run_1/port_trees.png
(3 px per µm)
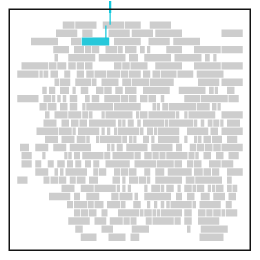
run_1/placed.png
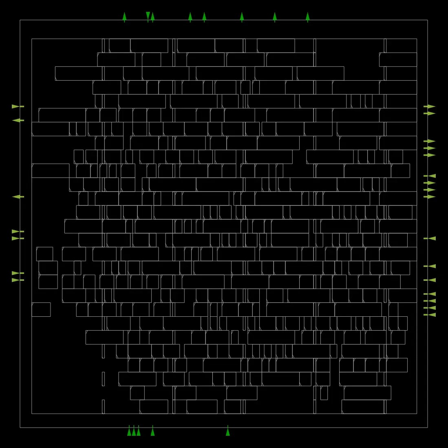
run_1/layers.png
(6 px per µm) Only two layers are drawn.
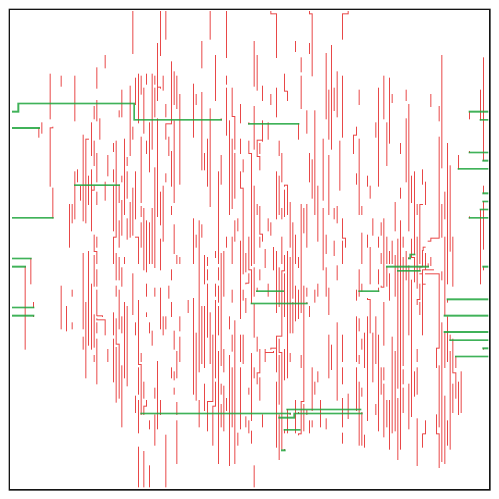
## src/rtl/cdm_pkg.sv

```systemverilog
`default_nettype none
// ============================================================================
//  Module      : cdm_pkg
//  Description : Shared widths, default approximation depth and column-range
//                helper for the carry-disregard multiplier.
//  Revision    : 1.0  initial release
// ============================================================================
package cdm_pkg;

    localparam int OP_W                = 8;
    localparam int RES_W               = 16;
    localparam int APPROX_COLS_DEFAULT = 4;

    // Bit mask covering product columns 0..cols-1 (the carry-free field).
    function automatic logic [RES_W-1:0] low_col_mask(input int cols);
        logic [RES_W-1:0] mask;
        mask = '0;
        for (int k = 0; k < RES_W; k++) begin
            if (k < cols) mask[k] = 1'b1;
        end
        return mask;
    endfunction

endpackage
`default_nettype wire

```

## src/rtl/cdm8_44_mul_if.sv

```systemverilog
`default_nettype none
// ============================================================================
//  Module      : cdm8_44_mul_if
//  Description : Operand/result bundle for the approximate multiplier.
//  Revision    : 1.0  initial release
// ============================================================================
interface cdm8_44_mul_if;
    import cdm_pkg::*;

    logic             in_valid;
    logic [OP_W-1:0]  A;
    logic [OP_W-1:0]  B;
    logic             out_valid;
    logic [RES_W-1:0] R;

    modport master (output in_valid, output A, output B, input out_valid, input R);
    modport slave  (input in_valid, input A, input B, output out_valid, output R);

endinterface
`default_nettype wire

```

## src/rtl/cdm_pp_core.sv

```systemverilog
`default_nettype none
// ============================================================================
//  Module      : cdm_pp_core
//  Description : Combinational CDM core: OR-reduced low columns, exact sum of
//                the remaining partial products.
//  Revision    : 1.0  initial release
// ============================================================================
module cdm_pp_core
    import cdm_pkg::*;
#(
    parameter int APPROX_COLS = APPROX_COLS_DEFAULT
) (
    input  wire logic [OP_W-1:0]  a,
    input  wire logic [OP_W-1:0]  b,
    output logic      [RES_W-1:0] prod
);

    localparam logic [RES_W-1:0] c_low = low_col_mask(APPROX_COLS);

    logic [RES_W-1:0] w_row [OP_W];
    logic [RES_W-1:0] w_sum;
    logic [RES_W-1:0] w_or;

    // Row i holds pp[.][i] already shifted to its column weight.
    genvar gi;
    generate
        for (gi = 0; gi < OP_W; gi++) begin : g_row
            assign w_row[gi] = b[gi] ? ({{(RES_W-OP_W){1'b0}}, a} << gi) : '0;
        end
    endgenerate

    // OR of rows gives the per-column OR; masking rows before the add keeps
    // any carry from ever being generated in the low field.
    always_comb begin
        w_sum = '0;
        w_or  = '0;
        for (int i = 0; i < OP_W; i++) begin
            w_sum = w_sum + (w_row[i] & ~c_low);
            w_or  = w_or | w_row[i];
        end
        prod = w_sum | (w_or & c_low);
    end

endmodule
`default_nettype wire

```

## src/rtl/cdm8_44_mul.sv

```systemverilog
`default_nettype none
// ============================================================================
//  Module      : cdm8_44_mul
//  Description : 8x8 carry-disregard approximate multiplier, 1-cycle latency,
//                registered result and valid.
//  Revision    : 1.0  initial release
// ============================================================================
module cdm8_44_mul
    import cdm_pkg::*;
#(
    parameter int APPROX_COLS = APPROX_COLS_DEFAULT
) (
    input  wire logic     clk,
    input  wire logic     rst_n,
    cdm8_44_mul_if.slave  bus
);

    logic [RES_W-1:0] w_prod;
    logic [RES_W-1:0] r_res;
    logic             r_valid;

    cdm_pp_core #(
        .APPROX_COLS (APPROX_COLS)
    ) u_core (
        .a    (bus.A),
        .b    (bus.B),
        .prod (w_prod)
    );

    // Result only loads on qualified cycles, so idle operands never reach R.
    always_ff @(posedge clk or negedge rst_n) begin
        if (!rst_n) begin
            r_res   <= '0;
            r_valid <= 1'b0;
        end else begin
            r_valid <= bus.in_valid;
            if (bus.in_valid) r_res <= w_prod;
        end
    end

    assign bus.R         = r_res;
    assign bus.out_valid = r_valid;

endmodule
`default_nettype wire

```

## src/flat_wrapper.sv

```systemverilog
// flat-port wrapper written by rule: the top's interface ports become plain ports
module cdm8_44_mul_flat import cdm_pkg::*;
#(
    parameter int APPROX_COLS = APPROX_COLS_DEFAULT
)
  (clk, rst_n, bus_in_valid, bus_A, bus_B, bus_out_valid, bus_R);
  cdm8_44_mul_if bus_i ();
  input  wire logic clk;
  input  wire logic rst_n;
  input wire logic [$bits(bus_i.in_valid)-1:0] bus_in_valid;
  input wire logic [$bits(bus_i.A)-1:0] bus_A;
  input wire logic [$bits(bus_i.B)-1:0] bus_B;
  output wire logic [$bits(bus_i.out_valid)-1:0] bus_out_valid;
  output wire logic [$bits(bus_i.R)-1:0] bus_R;
  assign bus_i.in_valid = bus_in_valid;
  assign bus_i.A = bus_A;
  assign bus_i.B = bus_B;
  assign bus_out_valid = bus_i.out_valid;
  assign bus_R = bus_i.R;
  cdm8_44_mul #(.APPROX_COLS(APPROX_COLS)) u_core (.clk(clk), .rst_n(rst_n), .bus(bus_i));
endmodule
```

## config.mk

```make
export PLATFORM = sky130hd
export DESIGN_NAME = cdm8_44_mul_flat
export DESIGN_NICKNAME = d
export VERILOG_FILES = /design/src/rtl/cdm_pkg.sv /design/src/rtl/cdm8_44_mul_if.sv /design/src/rtl/cdm_pp_core.sv /design/src/rtl/cdm8_44_mul.sv /design/src/flat_wrapper.sv
export SDC_FILE = /design/constraint.sdc
export NUM_CORES = 1
export LEC_CHECK = 0
export CORE_MARGIN = 2
export CORE_UTILIZATION = 42
export CTS_BUF_LIST = sky130_fd_sc_hd__clkbuf_4
export DETAILED_ROUTE_END_ITERATION = 6
export PLACE_DENSITY = 0.75
export SYNTH_ARGS = -nofsm -noshare
export SYNTH_HDL_FRONTEND = slang
export SYNTH_SLANG_ARGS = --single-unit
```

## constraint.sdc

```tcl
create_clock -name clk -period 1.15 [get_ports clk]
set_clock_uncertainty 0.05 [all_clocks]
set_input_delay 0.1725 -clock clk [delete_from_list [all_inputs] [get_ports clk]]
set_output_delay 0.1725 -clock clk [all_outputs]
set_load 0.05 [all_outputs]
```

==> run notes, run 1 <==
yosys + openroad results -> Top cell area share 24.86%, post-CTS setup buffer count 4, critical path launch point bus_A[6], Syn Std Cell Area 2416 µm², Synth area leader fa_1, Critical Path AT around 5.3 ns, Critical R2R Capture u_core.bus.R[13], status finished with violations, Unique cell types 36, die area approximately 6400 µm², failing checks negative setup slack, slew margin rel. around 80%, maxcap violations 0, top cells, area fa_1, dfrtp_1, ha_1, sum of negative setup slack -38.20 ns, # setup viols final 13, grt ovf 0, power share of the clock group under 10%, fin cells roughly 420, worst r2r src u_core.bus.R[13], Die Ht around 80 µm, vias in the first global route roughly 2200, fraction of area in multi-input gates 55.78%, H-tree depth 1, Final Cell Area 3744 µm², worst setup margin -4.015 ns, Largest cell class combinational gates, R2R Setup Slk -0.12 ns, mi-comb count roughly 190, Top non-seq family adder cells, Tot GR Track Use between 10% and 20%, unrepaired setup endpoints after global routing true, top cells by count, synth inv_1, and2_1, fa_1, CP required between 1 and 1.5 ns, Tapcells around 72, MI comb area around 2100 µm², Worst Hold Class in -> async, placed cell areas around 3500 µm², Startpoint Class input port, Seq share, synth 17.61%, Non-clk bufs between 80 and 90, # clk buffers 3, Synth Warn # 0, clk latency late pin ~0.28 ns, peak supply drop approximately 2.0 mV, first-pass GRT wire length roughly 10000 µm, Top Usage Layer GRT met2, Complex Gates by Area 10.51%, Critical Path End u_core.bus.R[14], Area growth, synth to finish 54.95%, Comb power frac between 80% and 90%, synthesized area per cell 9.401 µm², gp weighted congestion roughly 0.84, Rows 27, NetSw 3.619 mW, CTS resizes ~60, Inserted Diodes 0, met3 usage in global routing under 10%, FFs & Latches 17, Final Max Slew Viols 0, P_int ~4.7 mW, Detailed Route Iter0 Violations a little over 80, core region area 5540 µm², number of enable flip-flop cells 0, Basic Gates by Area between 10% and 20%, Largest stage delay, worst path about 0.56 ns, FF-to-FF path depth 3, CP max FO 4, # Cells Yosys around 260, most frequent logic cell in the layout buf_4, routing usage on met1 a little over a quarter, post-route ant nets 0, wire length on met2 roughly 3000 µm, drt drc 0, register area 425.4 µm², TritonCTS Buffers 3, WS Path Type in -> reg, Final clock-cell share less than 1%, power after layout just over 8 mW, Clock Tree Root clkbuf_4, hold_ws about 0.16 ns, DP Cell Count between 400 and 500, power in sequential cells roughly 1.1 mW, worst slew pin tran 0.2967 ns, XOR Share, Synth under 10%, Die Wd approximately 80 µm, Sink Count 17, met2 Use GR a little over a third, Non-clock buffer share about a quarter, uppermost layer routed met4, minimum clock period ~5.2 ns, period utilization 449.1%, Syn Nets 333, worst path cell trace dlygate4sd2_1 > and2_4 > fa_1 > inv_1 > fa_1 > inv_1 > ha_4 > nand2_1 > o211ai_1 > a21oi_1 > xnor2_1 > fa_1 > fa_1 > inv_2 > fa_1 > inv_2 > ha_4 > o211ai_1 > o21a_1 > nor3b_2 > or3_1, CP top delay family adder cells, drt total wl just under 6000 µm, Floorplan Utilization ~44%, pre-CTS setup slack -4.786 ns, Slowest-stage cell, CP fa_1, LEAKAGE 1.807 nW, largest net degree at the start of global routing 20, adder share 38.84%, Synth flops 17, P_comb 6.90 mW, inverters ~45, Clock Path Buffers 2, CP Capture Type flip-flop, Pwr top combinational logic, most frequent cells in the layout buf_4, inv_1, and2_1, fa_1, nand2_1, share of cells above drive strength 1 about two fifths, drt first pass iters 5, routed vias 2122, DR WL met3 about 210 µm, number of flip-flops in the largest register 16, Bufs and invs on worst path 5, total clock network power roughly 0.31 mW, switching share of total power a little over two fifths, instance count on the critical path 21, CTS tree done, Fin. Hold Viols 0, CTS clk-pin slew, worst paths about 0.10 ns, cts hold-fix bufs 0, Main synth FF type dfrtp_1, Crit path top cell by count fa_1, count leader, synth inv_1, vias per cell 5.064, Final #Nets around 420, DR WL/cell approximately 14 µm, PD cells about 2200 nW/µm², synthesized instance count roughly 260, Log Warnings 29, yosys stat area ~2400 µm², asr flop ratio synth 100.0%, Post-synth mux share 4.143%, initial antenna violation count 0, Seq pwr share about an eighth, HPWL Detailed 4738 µm, WL met1 about 2600 µm, f_max ~0.19 GHz
Back to the opening pictures, port_trees.png:
color	port	bits	direction	edge	end cells	wire
cyan	bus_out_valid	1	output	top	1	10.0 µm
I/O Pins: 36
IO Port Bufs: 35

Back to the opening pictures, placed.png:
fin util: 67.57%
Seq area share: 11.36%
Fill cells: 450

Back to the opening pictures, layers.png:
color	layer	wire length
green	M3	212 µm
red	M2	3040 µm

==> run 2: changes to the inputs <==
Settings changed: CTS_CLUSTER_SIZE set to 24, PLACE_DENSITY 0.75 to not set, PLACE_DENSITY_LB_ADDON set to 0.1.
==> run 2 against run 1 <==
The flow still finishes with violations (negative setup slack); synthesized cell count stayed put; via count is 2.1% lower; sequential share of layout area is 0.15 points higher; register-to-register slack hardly changed; critical path depth is 1 higher; largest cell class unchanged.
==> run notes, run 2 <==
yosys + openroad results -> status finished with violations, Log Warnings 29, Synth flops 17, worst setup margin -3.957 ns, fin util roughly two thirds, MI comb area between 2000 and 2500 µm², Seq pwr share around an eighth, Synth area leader fa_1, vias in the first global route 2245, CTS resizes between 60 and 70, R2R Setup Slk -0.12 ns, routing usage on met1 between 20% and 30%, Inserted Diodes 0, Fin. Hold Viols 0, FF-to-FF path depth 3, Non-clk bufs 88, Final Cell Area approximately 3700 µm², power share of the clock group around 4.1%, Top Usage Layer GRT met2, register area between 400 and 500 µm², fin cells 418, worst path cell trace buf_8 > and2_4 > fa_1 > inv_1 > fa_1 > inv_2 > ha_4 > fa_2 > a21oi_4 > o211ai_1 > a21oi_1 > xnor2_1 > fa_1 > fa_1 > inv_2 > fa_1 > inv_2 > ha_4 > o211ai_1 > o21a_1 > nor3b_1 > or3_1, Final clock-cell share less than 1%, CP required around 1.3 ns, unrepaired setup endpoints after global routing true, # clk buffers 3, Largest cell class combinational gates, power in sequential cells 1.06 mW, f_max a little under 0.2 GHz, wire length on met2 2733 µm, synthesized area per cell approximately 9.4 µm², Top non-seq family adder cells, Critical Path AT about 5.2 ns, # setup viols final 13, Unique cell types 36, power after layout 7.952 mW, Crit path top cell by count fa_1, LEAKAGE ~1.8 nW, PD cells approximately 2200 nW/µm², Clock Tree Root clkbuf_4, Main synth FF type dfrtp_1, IO Port Bufs 35, Critical R2R Capture u_core.bus.R[13], DP Cell Count between 400 and 500, die area about 6400 µm², Syn Std Cell Area about 2400 µm², Startpoint Class input port, uppermost layer routed met4, cts hold-fix bufs 0, inverters between 40 and 50, grt ovf 0, share of cells above drive strength 1 slightly below 40%, FFs & Latches 17, CP Capture Type flip-flop, Seq area share 11.51%, worst r2r src u_core.bus.R[13], Slowest-stage cell, CP fa_1, Comb power frac 82.6%, top cells, area fa_1, dfrtp_1, ha_1, number of flip-flops in the largest register 16, # Cells Yosys about 260, P_comb around 6.6 mW, drt drc 0, WL met1 2562 µm, failing checks negative setup slack
run_2/port_trees.png
(3 px per µm)
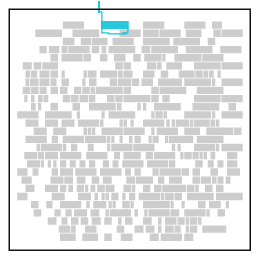
color	port	bits	direction	edge	end cells	wire
cyan	bus_out_valid	1	output	top	1	20.4 µm

run_2/pinout.png
(6 px per µm) Pins as bars across the die edge, other pins in gray.
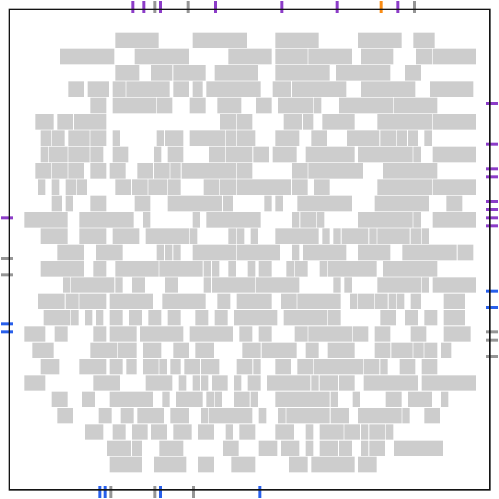
color	port	pins	direction	edge
blue	bus_B	8	input	4 bottom, 2 right, 2 left
orange	clk	1	input	top
purple	bus_R	16	output	8 right, 7 top, 1 left
Die Wd: 79.85 µm
Die Ht: 79.85 µm

==> run 3: changes to the inputs <==
Settings changed: CORE_MARGIN 2 to not set.
==> run 3 against run 2 <==
The flow still finishes with violations (negative setup slack); combinational power grew 9.1%; non-clock buffer count grew 6; clock power is 9.2% higher; clock-buffer cell count up 1; maximum frequency is 0.67% lower; global-route usage rose by 1.0 points; area after synthesis unchanged; sequential share of layout area shrank 0.24 points; synthesized cell count unchanged; utilization rose by 1.4 points; via count up 0.19%; largest cell class unchanged; largest power group unchanged; highest routed layer unchanged.
==> run notes, run 3 <==
yosys + openroad results -> Pwr top combinational logic, met3 usage in global routing just under 3%, most frequent cells in the layout buf_4, inv_1, and2_1, fa_1, nand2_1, H-tree depth 1, top cells, area fa_1, dfrtp_1, ha_1, Basic Gates by Area 18.18%, CTS tree done, WS Path Type in -> reg, unrepaired setup endpoints after global routing true, Syn Nets 333, fin util 68.13%, vias in the first global route between 2000 and 2500, Critical Path End u_core.bus.R[14], CTS resizes roughly 70, initial antenna violation count 0, Rows 27, worst setup margin -3.992 ns, TritonCTS Buffers 3, Top cell area share between 20% and 30%, I/O Pins 36, P_comb a little over 7 mW, CP top delay family adder cells, CP max FO 4, sum of negative setup slack -37.64 ns, count leader, synth inv_1, power in sequential cells 1.05 mW, Largest cell class combinational gates, fraction of area in multi-input gates 54.92%, status finished with violations, PD cells 2270 nW/µm², Slowest-stage cell, CP fa_1, Die Wd around 78 µm, minimum clock period ~5.1 ns, Final Max Slew Viols 0, Clock Path Buffers 2, Critical R2R Capture u_core.bus.R[13], MI comb area 2073 µm², Non-clk bufs between 90 and 100, synthesized area per cell 9.401 µm², Main synth FF type dfrtp_1, slew margin rel. between 80% and 90%, switching share of total power 42.71%, Startpoint Class input port, Die Ht approximately 78 µm, critical path launch point bus_B[1], failing checks negative setup slack, Tot GR Track Use between 20% and 30%, routing usage on met1 27.31%, adder share slightly below 40%, NetSw 3.661 mW, peak supply drop approximately 1.6 mV, drt total wl about 5600 µm, Seq pwr share roughly an eighth, DR WL met3 about 190 µm, share of cells above drive strength 1 40.06%, Area growth, synth to finish 56.24%, CP required 1.29 ns, uppermost layer routed met4, CP Capture Type flip-flop, Top non-seq family adder cells, number of enable flip-flop cells 0, Seq area share 11.27%, top cells by count, synth inv_1, and2_1, fa_1, Top Usage Layer GRT met2, IO Port Bufs 35, register area approximately 430 µm², FFs & Latches 17, pre-CTS setup slack -4.784 ns, maxcap violations 0, number of flip-flops in the largest register 16, Synth Warn # 0, Log Warnings 29, WL met1 between 2000 and 3000 µm, Post-synth mux share a little over 4%, Non-clock buffer share roughly a quarter, placed cell areas 3496 µm², Syn Std Cell Area approximately 2400 µm², DR WL/cell 13.14 µm, Final Cell Area between 3000 and 4000 µm², Complex Gates by Area between 10% and 20%, mi-comb count between 150 and 200, Synth area leader fa_1, P_int ~4.9 mW, # clk buffers 4, FF-to-FF path depth 3, core region area between 5000 and 6000 µm², Comb power frac 83.6%, die area 6060 µm², period utilization 447.1%, # setup viols final 14, Crit path top cell by count fa_1, synthesized instance count around 260, met2 Use GR about a third, grt ovf 0, # Cells Yosys 257, DP Cell Count 409, power share of the clock group between 4 and 5%, Detailed Route Iter0 Violations ~70
run_3/sizing.png
(6 px per µm)
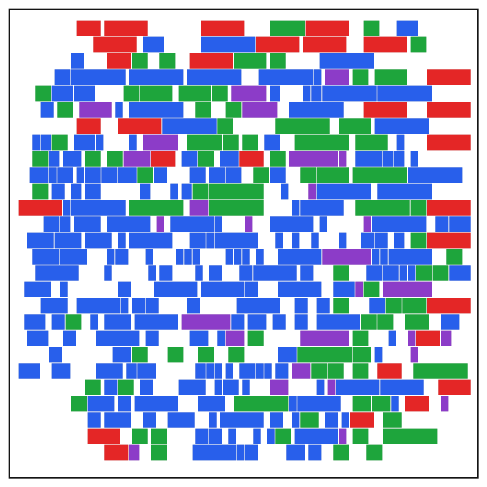
color	size	cells	share
blue	x1 and smaller	211	60%
red	x6 and larger	29	8.2%
green	x3 and x4	84	24%
purple	x2	28	8.0%

run_3/pinout.png
(6 px per µm) Pins as bars across the die edge, other pins in gray.
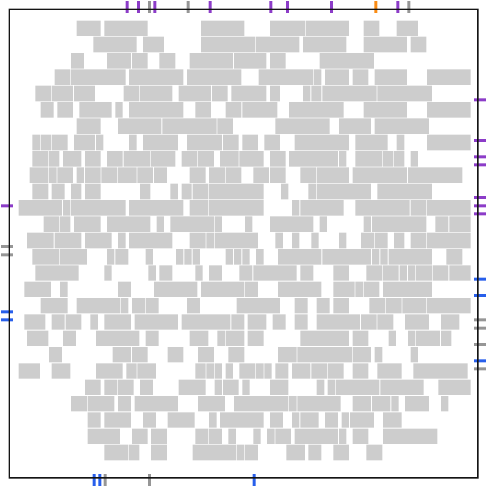
color	port	pins	direction	edge
purple	bus_R	16	output	8 top, 7 right, 1 left
blue	bus_B	8	input	3 bottom, 3 right, 2 left
orange	clk	1	input	top
all pins by edge	14 right, 12 top, 5 bottom, 5 left

Power is estimated from default activity; no workload was simulated.
